--- config.mk ---
export PLATFORM = sky130hd
export DESIGN_NAME = cdc_sync_data_arbiter_flat
export DESIGN_NICKNAME = d
export VERILOG_FILES = /design/src/rtl/cdc_sync_data_arbiter_if.sv /design/src/rtl/cdc_sync_data_arbiter.sv /design/src/flat_wrapper.sv
export SDC_FILE = /design/constraint.sdc
export NUM_CORES = 1
export LEC_CHECK = 0
export CAP_MARGIN = 20
export CORE_MARGIN = 2
export CORE_UTILIZATION = 38
export CTS_BUF_LIST = sky130_fd_sc_hd__clkbuf_4 sky130_fd_sc_hd__clkbuf_8 sky130_fd_sc_hd__clkbuf_16
export DETAILED_ROUTE_END_ITERATION = 7
export GPL_TIMING_DRIVEN = 0
export MAX_ROUTING_LAYER = met4
export PLACE_DENSITY = 0.86
export SLEW_MARGIN = 5
export SYNTH_ARGS = -nofsm -noshare
export SYNTH_HDL_FRONTEND = slang
export SYNTH_SLANG_ARGS = --single-unit
--- constraint.sdc ---
create_clock -name clk_in_i -period 6.7 [get_ports clk_in_i]
set_clock_uncertainty 0.2 [all_clocks]
set_input_delay 1.675 -clock clk_in_i [delete_from_list [all_inputs] [get_ports clk_in_i]]
set_output_delay 1.675 -clock clk_in_i [all_outputs]
set_load 0.1 [all_outputs]
--- src/rtl/cdc_sync_data_arbiter_if.sv ---
// cdc_sync_data_arbiter_if: requester/channel bundle for the source-domain arbiter.
//   req/req_data : per-requester level request and packed payloads (master drives)
//   grant        : one-hot grant pulse back to requesters (slave drives)
//   sync_enable, sync_bits : channel enable pulse and {id, payload} (slave drives)
//   busy         : holdoff counter running (slave drives)
interface cdc_sync_data_arbiter_if #(
  parameter int NUM_REQ   = 4,
  parameter int DATA_BITS = 32,
  parameter int ID_BITS   = 2
);
  logic [NUM_REQ-1:0]           req;
  logic [NUM_REQ*DATA_BITS-1:0] req_data;
  logic [NUM_REQ-1:0]           grant;
  logic                         sync_enable;
  logic [ID_BITS+DATA_BITS-1:0] sync_bits;
  logic                         busy;
  modport master (output req, req_data, input grant, sync_enable, sync_bits, busy);
  modport slave  (input req, req_data, output grant, sync_enable, sync_bits, busy);
endinterface

--- src/rtl/cdc_sync_data_arbiter.sv ---
// cdc_sync_data_arbiter: round-robin scheduler pacing NUM_REQ requesters onto one CDC data channel.
//   clk_in_i  : source-domain clock
//   resetn_i  : asynchronous active-low reset
//   bus       : cdc_sync_data_arbiter_if.slave (req, req_data in; grant, sync_enable, sync_bits, busy out)
//   Define CDC_SYNC_ARB_PRIORITY_EN to give requester 0 strict priority without moving the pointer.
module cdc_sync_data_arbiter #(
  parameter int NUM_REQ   = 4,
  parameter int DATA_BITS = 32,
  parameter int ID_BITS   = 2,
  parameter int HOLDOFF   = 4
) (
  input  logic                    clk_in_i,
  input  logic                    resetn_i,
  cdc_sync_data_arbiter_if.slave  bus
);
  localparam int CW = HOLDOFF > 1 ? $clog2(HOLDOFF) : 1;
  typedef enum logic {IDLE, HOLD} state_t;
  state_t                       state_q;
  logic [NUM_REQ-1:0]           grant_q;
  logic                         en_q;
  logic                         busy_q;
  logic [ID_BITS+DATA_BITS-1:0] bits_q;
  logic [ID_BITS-1:0]           rr_q;
  logic [CW-1:0]                cnt_q;
  logic [ID_BITS-1:0]           win_d;
  logic [ID_BITS-1:0]           rr_d;
  logic [DATA_BITS-1:0]         pay_d;
  logic                         upd_d;
  // Winner: lowest set bit at/after rr_q, falling back to the lowest set bit overall (wrap).
  always_comb begin
    win_d = '0;
    for (int k = NUM_REQ - 1; k >= 0; k--)
      if (bus.req[k]) win_d = ID_BITS'(k);
    for (int k = NUM_REQ - 1; k >= 0; k--)
      if (bus.req[k] && ID_BITS'(k) >= rr_q) win_d = ID_BITS'(k);
    upd_d = 1'b1;
`ifdef CDC_SYNC_ARB_PRIORITY_EN
    win_d = bus.req[0] ? '0 : win_d;
    upd_d = !bus.req[0];
`endif
    rr_d  = (int'(win_d) == NUM_REQ - 1) ? '0 : win_d + ID_BITS'(1);
    pay_d = '0;
    for (int k = 0; k < NUM_REQ; k++)
      if (win_d == ID_BITS'(k)) pay_d = bus.req_data[k*DATA_BITS +: DATA_BITS];
  end
  always_ff @(posedge clk_in_i or negedge resetn_i) begin
    if (!resetn_i) begin
      state_q <= IDLE;
      grant_q <= '0;
      en_q    <= 1'b0;
      busy_q  <= 1'b0;
      bits_q  <= '0;
      rr_q    <= '0;
      cnt_q   <= '0;
    end else begin
      grant_q <= '0;
      en_q    <= 1'b0;
      if (state_q == HOLD) begin
        cnt_q <= cnt_q - CW'(1);
        if (cnt_q == CW'(1)) begin
          state_q <= IDLE;
          busy_q  <= 1'b0;
        end
      end else if (|bus.req) begin
        grant_q <= NUM_REQ'(1) << win_d;
        en_q    <= 1'b1;
        bits_q  <= {win_d, pay_d};
        if (upd_d) rr_q <= rr_d;
        // HOLDOFF==1 never leaves IDLE, giving back-to-back launches.
        if (HOLDOFF > 1) begin
          cnt_q   <= CW'(HOLDOFF - 1);
          state_q <= HOLD;
          busy_q  <= 1'b1;
        end
      end
    end
  end
  assign bus.grant       = grant_q;
  assign bus.sync_enable = en_q;
  assign bus.sync_bits   = bits_q;
  assign bus.busy        = busy_q;
endmodule

--- src/flat_wrapper.sv ---
// flat-port wrapper written by rule: the top's interface ports become plain ports
module cdc_sync_data_arbiter_flat 
#(
  parameter int NUM_REQ   = 4,
  parameter int DATA_BITS = 32,
  parameter int ID_BITS   = 2,
  parameter int HOLDOFF   = 4
)
  (clk_in_i, resetn_i, bus_req, bus_req_data, bus_grant, bus_sync_enable, bus_sync_bits, bus_busy);
  cdc_sync_data_arbiter_if #(.NUM_REQ(NUM_REQ), .DATA_BITS(DATA_BITS), .ID_BITS(ID_BITS)) bus_i ();
  input  logic clk_in_i;
  input  logic resetn_i;
  input wire logic [$bits(bus_i.req)-1:0] bus_req;
  input wire logic [$bits(bus_i.req_data)-1:0] bus_req_data;
  output wire logic [$bits(bus_i.grant)-1:0] bus_grant;
  output wire logic [$bits(bus_i.sync_enable)-1:0] bus_sync_enable;
  output wire logic [$bits(bus_i.sync_bits)-1:0] bus_sync_bits;
  output wire logic [$bits(bus_i.busy)-1:0] bus_busy;
  assign bus_i.req = bus_req;
  assign bus_i.req_data = bus_req_data;
  assign bus_grant = bus_i.grant;
  assign bus_sync_enable = bus_i.sync_enable;
  assign bus_sync_bits = bus_i.sync_bits;
  assign bus_busy = bus_i.busy;
  cdc_sync_data_arbiter #(.NUM_REQ(NUM_REQ), .DATA_BITS(DATA_BITS), .ID_BITS(ID_BITS), .HOLDOFF(HOLDOFF)) u_core (.clk_in_i(clk_in_i), .resetn_i(resetn_i), .bus(bus_i));
endmodule
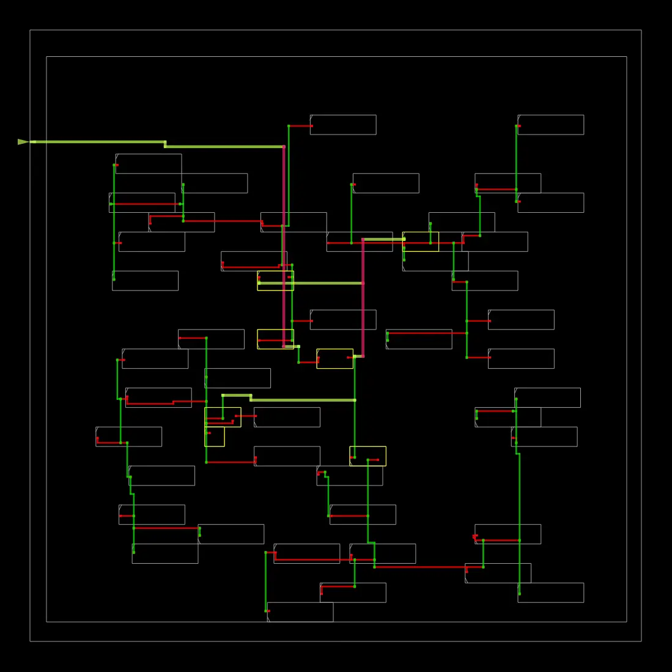
run_1/clocks.png
power consumed by the clock network: 0.176 mW
Inserted Clock Buffers: 5
Layout clock buffers: 7

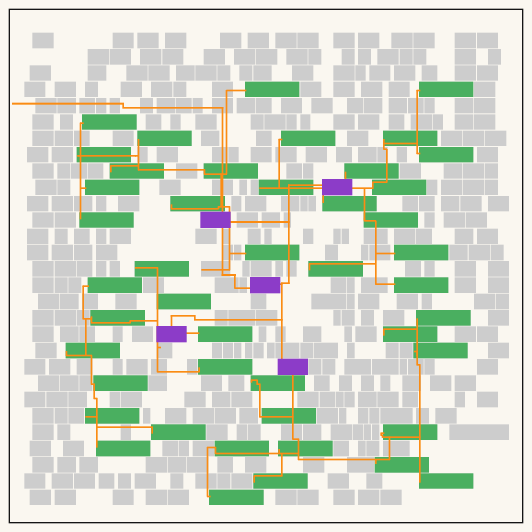
run_1/clk_routes.png
Scale: 6 px per um.
- clock drivers: purple (count 5)
- clock wires: orange (length 576 um)
- flip-flops: green (count 45)
- routed clock nets: 6
- flops lie: widely spread
clk latency late pin: 0.30 ns
power share of the clock group: 7.5%

==> ci_impl_report.md, run 1 <==
## PnR job results

| Metric | Value |
|---|---|
| Number of endpoints failing setup at the final stage | 0 |
| Logic share of the area | 27.3% |
| Overflow left after global routing | 0 |
| Met1 layer usage reported by global route | 30.7% |
| Number of logic inverters in the finished layout | 5 |
| Top area cells in the synthesized netlist | sky130_fd_sc_hd__dfrtp_1 45%, sky130_fd_sc_hd__a221oi_1 11%, sky130_fd_sc_hd__o31ai_1 9.3% |
| Signal buffers | 203 |
| Total cells reported by yosys after synthesis | 251 |
| Global Route met3 Usage | 6.42% |
| Top cell class by occupied area | buffers |
| Termination of the worst setup path | u_core.bus.sync_bits[20] |
| Final critical-path required period | 4.20 ns |
| CP Data Arrival Time | 4.17 ns |
| Upper clock frequency limit | 238 MHz |
| Max-slew violation count | 0 |
| Sequential power share | 19.5% |
| Total standard cell area after synthesis | 2510 um2 |
| Multi-input gates | 172 |
| Most used cells in the layout excluding fill and tap cells | 172 x sky130_fd_sc_hd__clkdlybuf4s50_1, 45 x sky130_fd_sc_hd__dfrtp_1, 32 x sky130_fd_sc_hd__a221oi_1, 32 x sky130_fd_sc_hd__o21ai_0 |
| Largest buffer count on any clock path | 2 |
| EDFF count, synth | 0 |
| Routing usage on met2 | 45.3% |
| Net switching power | 1.37 mW |
| Worst setup path class | primary input to flop |
| Top Consumer | combinational logic |
| Detail Route Antenna Nets | 0 |
| Post-synth top cells | 45 x sky130_fd_sc_hd__dfrtp_1, 32 x sky130_fd_sc_hd__a221oi_1, 32 x sky130_fd_sc_hd__o21ai_0 |
| Largest net degree at the start of global routing | 25 |
| Detailed Place HPWL | 7.34 mm |
| Critical-path top delay cell | sky130_fd_sc_hd__clkdlybuf4s50_1 |
| FP Core Util | 39.3% |
| Detailed-route wire length on metal 1 | 3.66 mm |
| Most common cell after layout, fill and taps aside | sky130_fd_sc_hd__clkdlybuf4s50_1 |
| Post-route setup slack | 2.50 ns |
| Average vias per placed instance | 5.76 |
| Routed met3 length | 809 um |
| Num tapcells | 77 |
| Width of the die | 85.3 um |
| Synth Seq Share | 44.8% |
| Post-DR wirelength/cell | 18.7 um |
| Vias in the first global route | 2938 |
| Most common cell type on the critical path | sky130_fd_sc_hd__clkbuf_1 |
| Power density relative to cell area | 526 nW/um2 |
| Synthesized instance count | 251 |
| Sinks on Clock Net | 45 |
| First element of the critical path | bus_req[3] |
| Root buffer selected by CTS | sky130_fd_sc_hd__clkbuf_8 |
| Min-Delay Path Depth | 1 |
| Terminus of the critical flop-to-flop path | u_core.bus.sync_bits[20] |
| Worst hold-check slack | 0.296 ns |
| Worst max-slew margin expressed relative to the limit | 33.1% |
| Top cell type by instance count after synthesis | sky130_fd_sc_hd__dfrtp_1 |
| WL met2 | 4.86 mm |
| Total die size | 7280 um2 |
| Outcome | finished clean |
| Antenna diodes | 0 |
| Instance count after placement with tap cells included | 502 |
| Post-cts hold buffer count | 0 |
| Share of flip-flops with an asynchronous set or reset after synthesis | 100% |
| Peak per-stage delay on the critical path | 0.51 ns |
| Pwr Total | 2.34 mW |
| Layout area overhead | 77.2% |
| Num sequential | 45 |
| Layout Cells excl Fill | 509 |
| Worst setup slack before clock tree synthesis | 2.21 ns |
| Per-instance average area after synthesis | 10.0 um2 |
| Internal Power | 0.973 mW |
| Cell breakdown of the critical path | clkdlybuf4s50_1, nand4b_1, o21a_1, and3_1, ha_1, or2_1, clkbuf_1, clkbuf_1, a221oi_1, o31ai_1 |
| H-Tree Level Count | 2 |
| Dominant cell area share | 44.8% |
| Setup tns final | 0 ns |
| Vias post-DR | 2932 |
| Global placer's final weighted congestion | 0.871 |
| Critical path fanouts, max | 10 |
| Global route hottest layer | met2 |
| Unrepaired setup endpoints after global routing | false |
| Net Count, Synth | 390 |
| Clock-cell share of area | 2.02% |
| Switching power share of the total | 58.5% |
| Length of the first detailed-routing pass in iterations | 4 |
| Combinational Power | 1.71 mW |
| Die Span Y | 85.3 um |
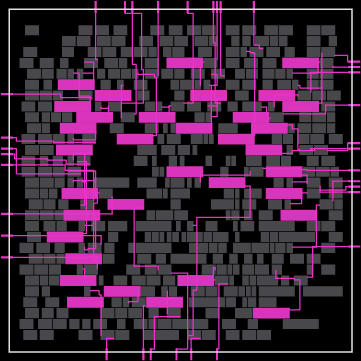
run_1/io_fan.png
Scale: 4 px per um.
- bus_sync_bits: magenta (bits 34; direction output; edge 11 right, 9 top, 8 left, 6 bottom; end cells 34; buffers 34; wire 1060 um)
IO Pins: 174
count of buffers from port buffering: 173

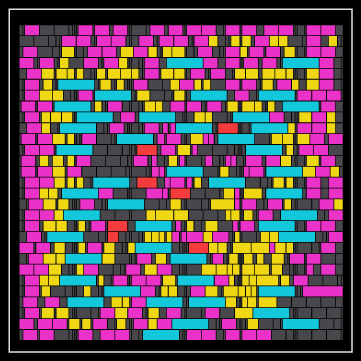
run_1/placement_by_type.png
Scale: 4 px per um. Fill, decap, tap and diode cells in gray.
- flops: cyan (cells 45; share of their area 26%)
- combinational and other logic: yellow (cells 177; share of their area 28%)
- clock drivers and dummy loads: red (cells 7; share of their area 2.1%)
- other buffers and delay cells: magenta (cells 203; share of their area 44%)
core region area: 6390 um2
final cell area excluding filler cells: 4450 um2
Finished Core Util: 69.7%

[run 1: cells by family (layout without fill, tap and decap cells)]
family                     after synthesis  after routing  synth area share (%)
DFF                                     45             45                  44.8
adders and majority gates                5              5                  2.49
and+or+nand+nor                         26             26                  6.13
muxes                                    3              3                  1.39
buffers and inverters                   34            215                  6.72
AOI/OAI and AO/OA                      138            138                  38.4
[run 1: sequential cells by signal (all words and copies together) (netlist names)]
register                count
u_core.bus.grant            4
u_core.rr_q                 2
u_core.bus.sync_bits       34
u_core.bus.sync_enable      1
u_core.cnt_q                2
u_core.state_q              1
u_core.bus.busy             1
[run 1: critical path, delay by kind of cell]
| family | cells | cell delay (ns) |
|---|---|---|
| compound gates | 3 | 0.68 |
| buf+inv | 3 | 0.96 |
| simple gates | 3 | 0.64 |
| fa+ha+maj | 1 | 0.22 |
run_1/layer_met2.png
Scale: 6 px per um.
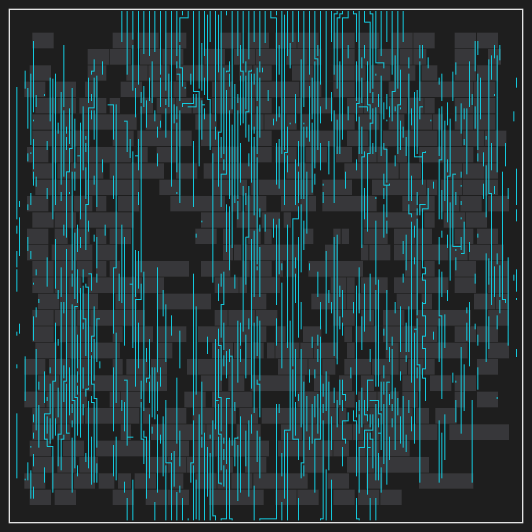

## Run 2: what changed since run 1
CORE_UTILIZATION = 32   (was 38)
PLACE_DENSITY = 0.77   (was 0.86)
clock period = 3.55 ns   (was 6.7 ns; I/O delays follow)
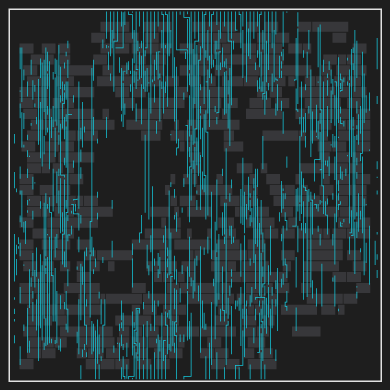
run_2/layer_met2.png
Scale: 4 px per um.
- longest straight run: 38.2 um
- nets with wire on the layer: 497
- wire length on this layer: 4690 um
- main direction: vertical
vias post-DR: 2927
routing usage on met2: 39.8%
wire length reported by the detailed router: 9.40 mm

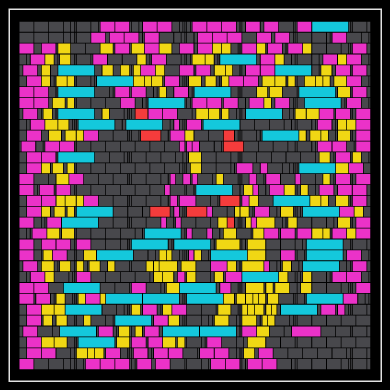
run_2/placement_by_type.png
Scale: 4 px per um. Fill, decap, tap and diode cells in gray.
- combinational and other logic: yellow (cells 177; share of their area 28%)
- flops: cyan (cells 45; share of their area 26%)
- clock drivers and dummy loads: red (cells 8; share of their area 2.1%)
- other buffers and delay cells: magenta (cells 203; share of their area 44%)

==> run 2 against run 1 <==
Net effect:
- combinational power is 88% higher
- sequential share of layout area is 0.16 points lower
- flip-flop count stayed put
- die area is 18% higher
- register-to-register slack worse by 3.1 ns
- global-route usage is 4.3 points lower
- critical endpoint is now u_core.bus.sync_bits[11]
- critical path depth stayed put
- worst hold slack better by 0.0036 ns
- synthesized area stayed put
==> ci_impl_report.md, run 2 <==
## PnR job results

| Metric | Value |
|---|---|
| Share of flip-flops with an asynchronous set or reset after synthesis | 100% (unchanged) |
| Cell breakdown of the critical path | clkdlybuf4s50_1, nor2_1, a21oi_1, and3_1, ha_1, or2_1, clkbuf_1, clkbuf_1, a221oi_1, o31ai_1 |
| Worst setup slack before clock tree synthesis | -0.0785 ns (-2.29 ns) |
| Num sequential | 45 (unchanged) |
| Most used cells in the layout excluding fill and tap cells | 172 x sky130_fd_sc_hd__clkdlybuf4s50_1, 45 x sky130_fd_sc_hd__dfrtp_1, 32 x sky130_fd_sc_hd__a221oi_1, 32 x sky130_fd_sc_hd__o21ai_0 |
| Instance count after placement with tap cells included | 527 (+5.0%) |
| Core region area | 7650 um2 (+20%) |
| Layout Cells excl Fill | 535 (+5.1%) |
| Largest register FFs | 34 (unchanged) |
| Worst hold-check slack | 0.300 ns (+0.00359 ns) |
| Worst setup path class | primary input to flop |
| Max-slew violation count | 0 (unchanged) |
| Num tapcells | 102 (+32%) |
| Pwr Total | 4.41 mW (+88%) |
| Total cells reported by yosys after synthesis | 251 (unchanged) |
| Length of the first detailed-routing pass in iterations | 4 (unchanged) |
| Number of logic inverters in the finished layout | 5 (unchanged) |
| Detail Route Antenna Nets | 0 (unchanged) |
| Post-cts hold buffer count | 0 (unchanged) |
| Layout area overhead | 78.3% |
| Inserted Clock Buffers | 5 (unchanged) |
| Number of buffer and inverter instances along the worst setup path | 3 (unchanged) |
| Finished Core Util | 58.6% (-11 points) |
| Total standard cell area after synthesis | 2510 um2 (unchanged) |
| Cell family with the largest share of critical-path delay | buffers and inverters |
| Width of the die | 92.6 um (+8.6%) |
| CP Data Arrival Time | 3.32 ns (-0.85 ns) |
| Per-instance average area after synthesis | 10.0 um2 (unchanged) |
| Post-route setup slack | 0.220 ns (-2.28 ns) |
| Detailed Place HPWL | 7.20 mm (-1.9%) |
| Setup tns final | 0 ns (unchanged) |
| Synth Seq Share | 44.8% (unchanged) |
| Root buffer selected by CTS | sky130_fd_sc_hd__clkbuf_8 |
| Post-synth top cells | 45 x sky130_fd_sc_hd__dfrtp_1, 32 x sky130_fd_sc_hd__a221oi_1, 32 x sky130_fd_sc_hd__o21ai_0 |
| Critical-path top delay cell | sky130_fd_sc_hd__clkdlybuf4s50_1 |
| Net Count, Synth | 390 (unchanged) |
| Clock-cell share of area | 2.01% (-0.012 points) |
| Die Span Y | 92.6 um (+8.6%) |
| Upper clock frequency limit | 300 MHz |
| Vias in the first global route | 2983 (+1.5%) |
| Overflow left after global routing | 0 (unchanged) |
| Largest buffer count on any clock path | 2 (unchanged) |
| Unrepaired setup endpoints after global routing | false |
| Outcome | finished clean |
| Sinks on Clock Net | 45 (unchanged) |
| Most common cell type on the critical path | sky130_fd_sc_hd__clkbuf_1 |
| Peak per-stage delay on the critical path | 0.58 ns (+0.07 ns) |
| Multi-input gates | 172 (unchanged) |
| Average vias per placed instance | 5.47 (-5.0%) |
| Dominant cell area share | 44.8% (unchanged) |
| Logic share of the area | 27.2% (-0.17 points) |
| Top area cells in the synthesized netlist | sky130_fd_sc_hd__dfrtp_1 45%, sky130_fd_sc_hd__a221oi_1 11%, sky130_fd_sc_hd__o31ai_1 9.3% |
| Met1 layer usage reported by global route | 26.5% (-4.2 points) |
| Worst max-slew margin expressed relative to the limit | 32.9% (-0.19 points) |
| Total die size | 8580 um2 (+18%) |
| Layout clock buffers | 5 (-2) |
| Critical path fanouts, max | 10 (unchanged) |
| Number of endpoints failing setup at the final stage | 0 (unchanged) |
| First element of the critical path | bus_req[3] |
| Terminus of the critical flop-to-flop path | u_core.bus.sync_bits[1] |
| Top cell class by occupied area | buffers |
| IO Pins | 174 (unchanged) |
| Largest net degree at the start of global routing | 25 (unchanged) |
| Antenna diodes | 0 (unchanged) |
[run 2: routing by layer]
| metal | vias to the layer above | routed length (um) |
|---|---|---|
| met5 | - | 0 |
| met4 | 0 | 59 |
| met3 | 4 | 652 |
| met2 | 130 | 4690 |
| met1 | 1413 | 4000 |
| li1 | 1380 | - |
[run 2: cell families after synthesis]
group	after synthesis	synth area share, %
compound gates	138	38.4
buf+inv	34	6.72
flops	45	44.8
fa+ha+maj	5	2.49
simple gates	26	6.13
mux	3	1.39
[run 2: where the power goes]
group	internal, mW	leakage [nW]	switching (mW)	total [mW]
Clock	0.140	0.0445	0.187	0.327
Sequential	0.740	0.563	0.116	0.856
Combinational	0.936	1.14	2.29	3.22
Total	1.82	1.75	2.59	4.41
No activity file was given, so power comes from the tool's default toggle rates.
